### Clock routing

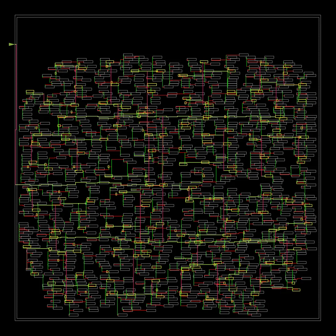
### Metal layers overlaid

Scale: 1 px per µm.
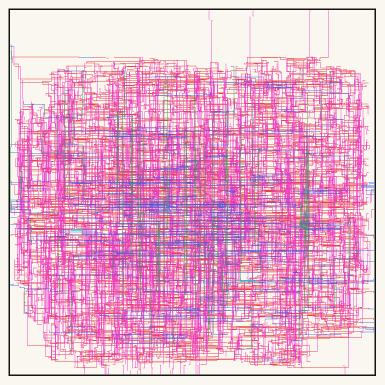
### Signal wires on met4

Scale: 1.5 px per µm. Supply wires on this layer in gray. Cells faint in the background.
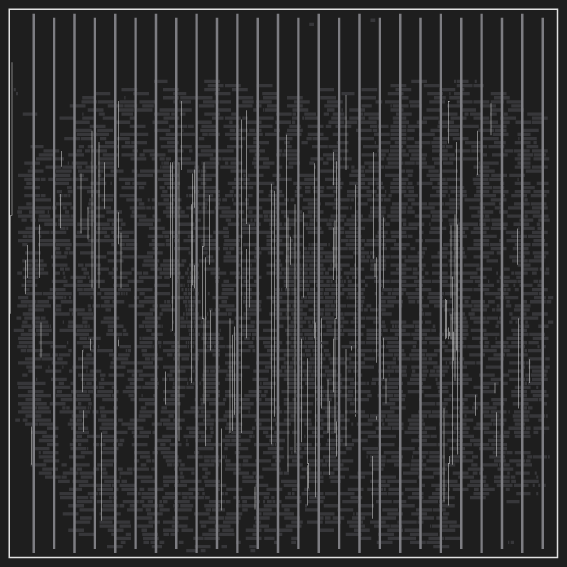
### Cell density map

Scale: 1 px per µm. The die is cut into 36 by 36 equal tiles; white is low, dark blue is high, 0 to 100% covered.
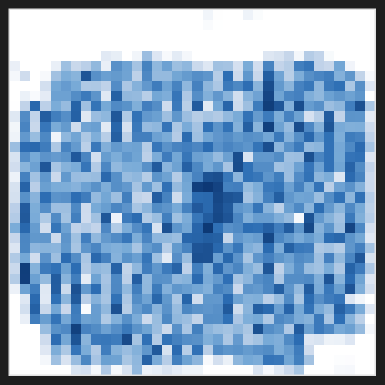
### Where the registers sit

Scale: 1 px per µm. Other sequential cells in the stronger gray, the rest of the logic in the fainter gray.
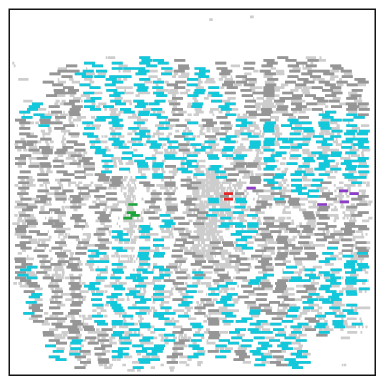
### config.mk
export PLATFORM = sky130hd
export DESIGN_NAME = fft_out_reorder_flat
export DESIGN_NICKNAME = d
export VERILOG_FILES = /design/src/rtl/fft_out_reorder_if.sv /design/src/rtl/fft_out_reorder.sv /design/src/flat_wrapper.sv
export SDC_FILE = /design/constraint.sdc
export NUM_CORES = 1
export LEC_CHECK = 0
export CAP_MARGIN = 20
export CORE_MARGIN = 2
export CORE_UTILIZATION = 37
export DETAILED_ROUTE_END_ITERATION = 10
export GPL_TIMING_DRIVEN = 0
export PLACE_DENSITY_LB_ADDON = 0.15
export SETUP_SLACK_MARGIN = 0.4
export SYNTH_ARGS = -nofsm -noshare
export SYNTH_HDL_FRONTEND = slang
export SYNTH_SLANG_ARGS = --single-unit
### constraint.sdc
create_clock -name clk -period 4.4 [get_ports clk]
set_input_delay 0.88 -clock clk [delete_from_list [all_inputs] [get_ports clk]]
set_output_delay 0.88 -clock clk [all_outputs]
set_load 0.1 [all_outputs]
### src/rtl/fft_out_reorder_if.sv
// fft_out_reorder_if: pair-in / serial-out stream bundle
// for the FFT output reorder buffer.
interface fft_out_reorder_if #(
  parameter int WIDTH = 9
);
  logic                    in_valid;
  logic                    in_ready;
  logic                    in_first;
  logic signed [WIDTH-1:0] in_up_re;
  logic signed [WIDTH-1:0] in_up_im;
  logic signed [WIDTH-1:0] in_l_re;
  logic signed [WIDTH-1:0] in_l_im;
  logic                    out_valid;
  logic                    out_ready;
  logic signed [WIDTH-1:0] out_re;
  logic signed [WIDTH-1:0] out_im;
  logic [4:0]              out_index;
  logic                    out_last;
  logic                    sync_err;

  modport slave (
    input  in_valid, in_first,
    input  in_up_re, in_up_im,
    input  in_l_re, in_l_im,
    input  out_ready,
    output in_ready,
    output out_valid, out_re, out_im,
    output out_index, out_last,
    output sync_err
  );

  modport master (
    output in_valid, in_first,
    output in_up_re, in_up_im,
    output in_l_re, in_l_im,
    output out_ready,
    input  in_ready,
    input  out_valid, out_re, out_im,
    input  out_index, out_last,
    input  sync_err
  );
endinterface

### src/rtl/fft_out_reorder.sv
// fft_out_reorder: ping-pong bit-reversal buffer, 32-pt MDC FFT.
// Optional FFT_REORDER_SYNC_EN adds in_first frame-sync checking.
module fft_out_reorder #(
  parameter int WIDTH = 9,
  parameter int N     = 32
) (
  input logic             clk,
  input logic             rst_n,
  fft_out_reorder_if.slave io
);
  localparam int AW = $clog2(N);
  localparam int KW = AW - 1;
  localparam logic [KW-1:0] K_LAST = KW'(N/2 - 1);
  localparam logic [AW-1:0] R_LAST = AW'(N - 1);

  function automatic logic [4:0] bitrev5(
    input logic [4:0] v
  );
    return {v[0], v[1], v[2], v[3], v[4]};
  endfunction

  logic signed [WIDTH-1:0] bank_re [2][N];
  logic signed [WIDTH-1:0] bank_im [2][N];

  logic          wr_bank;
  logic          rd_bank;
  logic [1:0]    full;
  logic [1:0]    full_nxt;
  logic [KW-1:0] wr_cnt;
  logic [KW-1:0] wr_cnt_nxt;
  logic [KW-1:0] wr_k;
  logic [AW-1:0] rd_cnt;
  logic [4:0]    up_addr;
  logic [4:0]    lo_addr;

  logic wr_fire;
  logic wr_en;
  logic wr_done;
  logic restart;
  logic drop;
  logic rd_fire;
  logic rd_done;
  logic out_valid;

  assign io.in_ready = !full[wr_bank];
  assign wr_fire     = io.in_valid & io.in_ready;

`ifdef FFT_REORDER_SYNC_EN
  logic sync_err_q;

  assign restart = wr_fire & io.in_first
                 & (wr_cnt != '0);
  assign drop    = wr_fire & !io.in_first
                 & (wr_cnt == '0);

  // sticky frame-sync error flag
  always_ff @(posedge clk or negedge rst_n) begin
    if (!rst_n) begin
      sync_err_q <= 1'b0;
    end else if (restart | drop) begin
      sync_err_q <= 1'b1;
    end
  end

  assign io.sync_err = sync_err_q;
`else
  logic unused_first;

  assign unused_first = io.in_first;
  assign restart      = 1'b0;
  assign drop         = 1'b0;
  assign io.sync_err  = 1'b0;
`endif

  assign wr_en   = wr_fire & !drop;
  assign wr_k    = restart ? '0 : wr_cnt;
  assign wr_done = wr_en & (wr_k == K_LAST);
  assign up_addr = bitrev5({wr_k, 1'b0});
  assign lo_addr = bitrev5({wr_k, 1'b1});

  // next pair counter: restart lands on k=1
  always_comb begin
    wr_cnt_nxt = wr_cnt;
    unique case (1'b1)
      restart: wr_cnt_nxt = KW'(1);
      wr_en:   wr_cnt_nxt = wr_cnt + KW'(1);
      default: wr_cnt_nxt = wr_cnt;
    endcase
  end

  assign out_valid = full[rd_bank];
  assign rd_fire   = out_valid & io.out_ready;
  assign rd_done   = rd_fire & (rd_cnt == R_LAST);

  // set and clear never hit the same bank
  always_comb begin
    full_nxt = full;
    if (wr_done) begin
      full_nxt[wr_bank] = 1'b1;
    end
    if (rd_done) begin
      full_nxt[rd_bank] = 1'b0;
    end
  end

  // sample storage, scattered to bit-reversed slots
  always_ff @(posedge clk) begin
    if (wr_en) begin
      bank_re[wr_bank][up_addr] <= io.in_up_re;
      bank_im[wr_bank][up_addr] <= io.in_up_im;
      bank_re[wr_bank][lo_addr] <= io.in_l_re;
      bank_im[wr_bank][lo_addr] <= io.in_l_im;
    end
  end

  // bank pointers, counters and full flags
  always_ff @(posedge clk or negedge rst_n) begin
    if (!rst_n) begin
      wr_bank <= 1'b0;
      rd_bank <= 1'b0;
      full    <= 2'b00;
      wr_cnt  <= '0;
      rd_cnt  <= '0;
    end else begin
      full   <= full_nxt;
      wr_cnt <= wr_cnt_nxt;
      if (wr_done) begin
        wr_bank <= !wr_bank;
      end
      if (rd_fire) begin
        rd_cnt <= rd_cnt + AW'(1);
      end
      if (rd_done) begin
        rd_bank <= !rd_bank;
      end
    end
  end

  assign io.out_valid = out_valid;
  assign io.out_re    = out_valid
                      ? bank_re[rd_bank][rd_cnt]
                      : '0;
  assign io.out_im    = out_valid
                      ? bank_im[rd_bank][rd_cnt]
                      : '0;
  assign io.out_index = rd_cnt;
  assign io.out_last  = out_valid
                      & (rd_cnt == R_LAST);

endmodule

### src/flat_wrapper.sv
// flat-port wrapper written by rule: the top's interface ports become plain ports
module fft_out_reorder_flat 
#(
  parameter int WIDTH = 9,
  parameter int N     = 32
)
  (clk, rst_n, io_in_valid, io_in_first, io_in_up_re, io_in_up_im, io_in_l_re, io_in_l_im, io_out_ready, io_in_ready, io_out_valid, io_out_re, io_out_im, io_out_index, io_out_last, io_sync_err);
  fft_out_reorder_if #(.WIDTH(WIDTH)) io_i ();
  input logic clk;
  input logic rst_n;
  input wire logic [$bits(io_i.in_valid)-1:0] io_in_valid;
  input wire logic [$bits(io_i.in_first)-1:0] io_in_first;
  input wire logic [$bits(io_i.in_up_re)-1:0] io_in_up_re;
  input wire logic [$bits(io_i.in_up_im)-1:0] io_in_up_im;
  input wire logic [$bits(io_i.in_l_re)-1:0] io_in_l_re;
  input wire logic [$bits(io_i.in_l_im)-1:0] io_in_l_im;
  input wire logic [$bits(io_i.out_ready)-1:0] io_out_ready;
  output wire logic [$bits(io_i.in_ready)-1:0] io_in_ready;
  output wire logic [$bits(io_i.out_valid)-1:0] io_out_valid;
  output wire logic [$bits(io_i.out_re)-1:0] io_out_re;
  output wire logic [$bits(io_i.out_im)-1:0] io_out_im;
  output wire logic [$bits(io_i.out_index)-1:0] io_out_index;
  output wire logic [$bits(io_i.out_last)-1:0] io_out_last;
  output wire logic [$bits(io_i.sync_err)-1:0] io_sync_err;
  assign io_i.in_valid = io_in_valid;
  assign io_i.in_first = io_in_first;
  assign io_i.in_up_re = io_in_up_re;
  assign io_i.in_up_im = io_in_up_im;
  assign io_i.in_l_re = io_in_l_re;
  assign io_i.in_l_im = io_in_l_im;
  assign io_i.out_ready = io_out_ready;
  assign io_in_ready = io_i.in_ready;
  assign io_out_valid = io_i.out_valid;
  assign io_out_re = io_i.out_re;
  assign io_out_im = io_i.out_im;
  assign io_out_index = io_i.out_index;
  assign io_out_last = io_i.out_last;
  assign io_sync_err = io_i.sync_err;
  fft_out_reorder #(.WIDTH(WIDTH), .N(N)) u_core (.clk(clk), .rst_n(rst_n), .io(io_i));
endmodule
==> flow_summary.json <==
{
  "cts_resized": 473,
  "gr-total-overflow": 0,
  "synthAdderAreaFrac_pct": 0.156,
  "htreeDepth": 3,
  "ys_area_um2": 48100,
  "critical_path.startpoint": "u_core.rd_bank",
  "tightest_slew_ns": 1.20,
  "warning_count": 34,
  "antenna_found_initial": 9,
  "switching_share_pct": 33.4,
  "slowest_stage": "a211oi_4",
  "lay_top_count": "edfxtp_1",
  "seq_power_share_pct": 39.2,
  "power.group.top": "registers",
  "r2r_end": "u_core.bank_im[1][169]",
  "cp.required_ns": 3.52,
  "synth.cell_area_um2": 48100,
  "maxSlewHeadroom_pct": 20.3,
  "wl_met1_um": 63100,
  "fin_area_um2": 58900,
  "cp-end-kind": "primary output",
  "grt_use_total_pct": 23.5,
  "max-cap-violations": 0,
  "met3_usage_pct": 4.37,
  "root_buffer": "clkbuf_16",
  "synth_top_area_share_pct": 71.9,
  "final_layout_size_suffix_gt1_share_pct": 40.7,
  "area_leaders": "edfxtp_1 72%, mux4_2 9.9%, mux2_2 6.8%, mux2i_1 3.0%, a211oi_1 1.1%",
  "fmax_ghz": 0.232,
  "clkPwrFrac_pct": 31.3,
  "io_pins": 68,
  "drtIter0Drc": 2873,
  "chipArea_um2": 133000,
  "slew_viol_final": 0,
  "clkTransAtPathRegs_ns": 0.07,
  "cp-start-kind": "register",
  "rr_startpoint": "u_core.wr_bank",
  "grt_max_degree": 40,
  "via_per_inst": 5.66,
  "wl_per_cell_um": 34.4,
  "r2r_slack_ns": 0.53,
  "vias": 25700,
  "min_to": "u_core.wr_cnt[3]",
  "ys.warnings.count": 0,
  "crit_chain": "buf_12 -> buf_12 -> buf_16 -> buf_16 -> buf_16 -> mux2i_1 -> o22ai_1 -> a211oi_2 -> a211oi_4 -> a21o_1 -> buf_12",
  "rows": 132,
  "setup_slack_ns": 0.0817,
  "wl_met3_um": 11000,
  "wl_um": 156000,
  "p_comb_share_pct": 29.5,
  "synthCells": 2391,
  "route.top_layer_used": "met5",
  "cts_setup_buffers": 20,
  "ir_drop_mv": 0.724,
  "met2_usage_pct": 39.0,
  "clk_path_buf_depth": 3,
  "p_int_mw": 22.1,
  "grt.busiest_layer": "met2",
  "whs_ns": 0.541,
  "grt_pass1_wl_um": 214000,
  "grt_pass1_vias": 26900,
  "nets": 2735,
  "hold_path_depth": 1,
  "ant_nets": 0,
  "placed_area_um2": 52500,
  "cts_tree": "yes",
  "die_y_um": 365,
  "compound_area_share_pct": 4.14,
  "final_cell_mix": "1152 x edfxtp_1, 290 x mux2_2, 213 x mux4_2",
  "edf_count": 1152,
  "synth-xor-area-share_pct": 0.127,
  "p_sw_mw": 11.1,
  "path_delay_family": "AND-OR/OR-AND gates",
  "simple_gate_share_pct": 0.833,
  "finalHoldViolations": 0,
  "async_flop_share_pct": 1.12,
  "ys_cells": 2391,
  "hp-start": "u_core.wr_cnt[3]",
  "drcViolationCount": 0,
  "first_pass_iters": 5,
  "pg_seq_mw": 13.0,
  "ys_types": 42,
  "top_logic_kind": "multiplexers",
  "fillers": 10900,
  "path_buffers": 6,
  "pg_comb_mw": 9.80,
  "floorplan.nets": 2438,
  "ys.flops": 1165,
  "setup_viol": 0,
  "reg2reg_depth": 6,
  "post-route-period-util_pct": 98.1,
  "dp_hpwl_um": 106000,
  "p_leak_nw": 18.2,
  "place.gp.congestion": 0.795,
  "flop_cell": "edfxtp_1",
  "hold_buffers": 0,
  "path_max_fanout": 9,
  "period_needed_ns": 4.32,
  "avgSynthCellArea_um2": 20.1,
  "dr_wl_met2_um": 76100,
  "top_area_cell": "edfxtp_1",
  "hp-class": "reg -> reg",
  "ys_seq_share_pct": 72.6,
  "place_ws_ns": -1.44,
  "path_class": "reg -> out",
  "status": "finished clean",
  "die_w_um": 365,
  "cts_made_buffers": 121,
  "rsz0062_at_grt": "yes",
  "port_buffers": 65,
  "arrival_ns": 3.44,
  "use_met1_pct": 31.0,
  "pwr_density_cell_nw_per_um2": 564,
  "ys_sh_mux_pct": 20.0,
  "slowest_delay_ns": 0.55,
  "pg_clk_mw": 10.4,
  "layout-area-overhead-vs-synth_pct": 22.4
}
## Picture notes: 'Clock routing'
Late-Pin Clk Latency: 0.73 ns
Sink Count: 1165
Final Skew: 0.0159 ns
num sequential: 1165

## Picture notes: 'Metal layers overlaid'
[met3] blue | wire length: 11000 µm
[met2] magenta | wire length: 76.1 mm
[met5] cyan | wire length: 23.9 µm
[met4] green | wire length: 5810 µm
[met1] red | wire length: 63.1 mm

## Picture notes: 'Signal wires on met4'
share of all routed wire: 3.7%
main direction: vertical
longest straight run: 209 µm
wire length on this layer: 5810 µm

## Picture notes: 'Cell density map'
tiles over 75% full: 11%
mean over tiles: 43%
emptiest ninth of the die: top left
Util after Layout: 45.5%
Core ar.: 129000 µm²
Floorplan Utilization: 37.2%

## Picture notes: 'Where the registers sit'
[u_core.full] red | flops: 2
[u_core.bank_im] cyan | flops: 576 | where: all over the die
[u_core.wr_cnt] green | flops: 4
[u_core.io.out_index] purple | flops: 5 | where: right middle
not colored: 578

## cells in the mapped netlist (all sizes together), types with 2 or more instances
library cell / n
o221ai: 36
and3: 2
inv: 2
nand3: 3
clkbuf: 91
o21ai: 4
dfrtp: 13
a21oi: 38
and2: 3
buf: 96
nand2: 42
mux2i: 145
xnor2: 6
nor2: 34
mux4: 216
ha: 6
nand3b: 2
a211oi: 70
edfxtp: 1152
o22ai: 36
a22oi: 55
nor3b: 2
a22o: 18
mux2: 291
nor2b: 2
a21o: 17
## layout make-up
type	instances	area, µm²	share of cell area, %
diodes	2	5.00	0.00850
plain buffers	185	1570	2.67
clock buffers	149	3200	5.44
clock inverters	81	798	1.36
inverters	3	15.0	0.0255
multi-input cells	1036	13500	22.9
flip-flops and latches	1165	34900	59.3
well taps	1742	2180	3.70
repair buffers	176	2700	4.59
## stage by stage
stage          setup TNS, ns  std cells  total power [mW]
6_report                   0       4539              33.2
3_3_place_gp        -1707.42       4198              21.2
4_1_cts                    0       4516              33.0
2_1_floorplan              0       2391              17.8
5_1_grt                    0       4537              34.1
3_5_place_dp          -21.41       4265              21.5
## worst max path at each step
stage | end | slack (ns) | cells past startpoint
2_1_floorplan | u_core.bank_im[0][126] | 0.02 | 6
3_3_place_gp | u_core.bank_re[1][204] | -2.97 | 6
3_5_place_dp | io_out_im[7] | -1.44 | 9
4_1_cts | io_out_re[1] | 0.06 | 12
5_1_grt | io_out_re[5] | 0.03 | 9
6_report | io_out_re[5] | 0.08 | 11
## sequential cells by signal, summed over array words and instances, names as in the netlist
signal	flops
u_core.bank_re	576
u_core.wr_cnt	4
u_core.io.out_index	5
u_core.full	2
u_core.bank_im	576
u_core.wr_bank	1
u_core.rd_bank	1
Power is estimated from default activity; no workload was simulated.
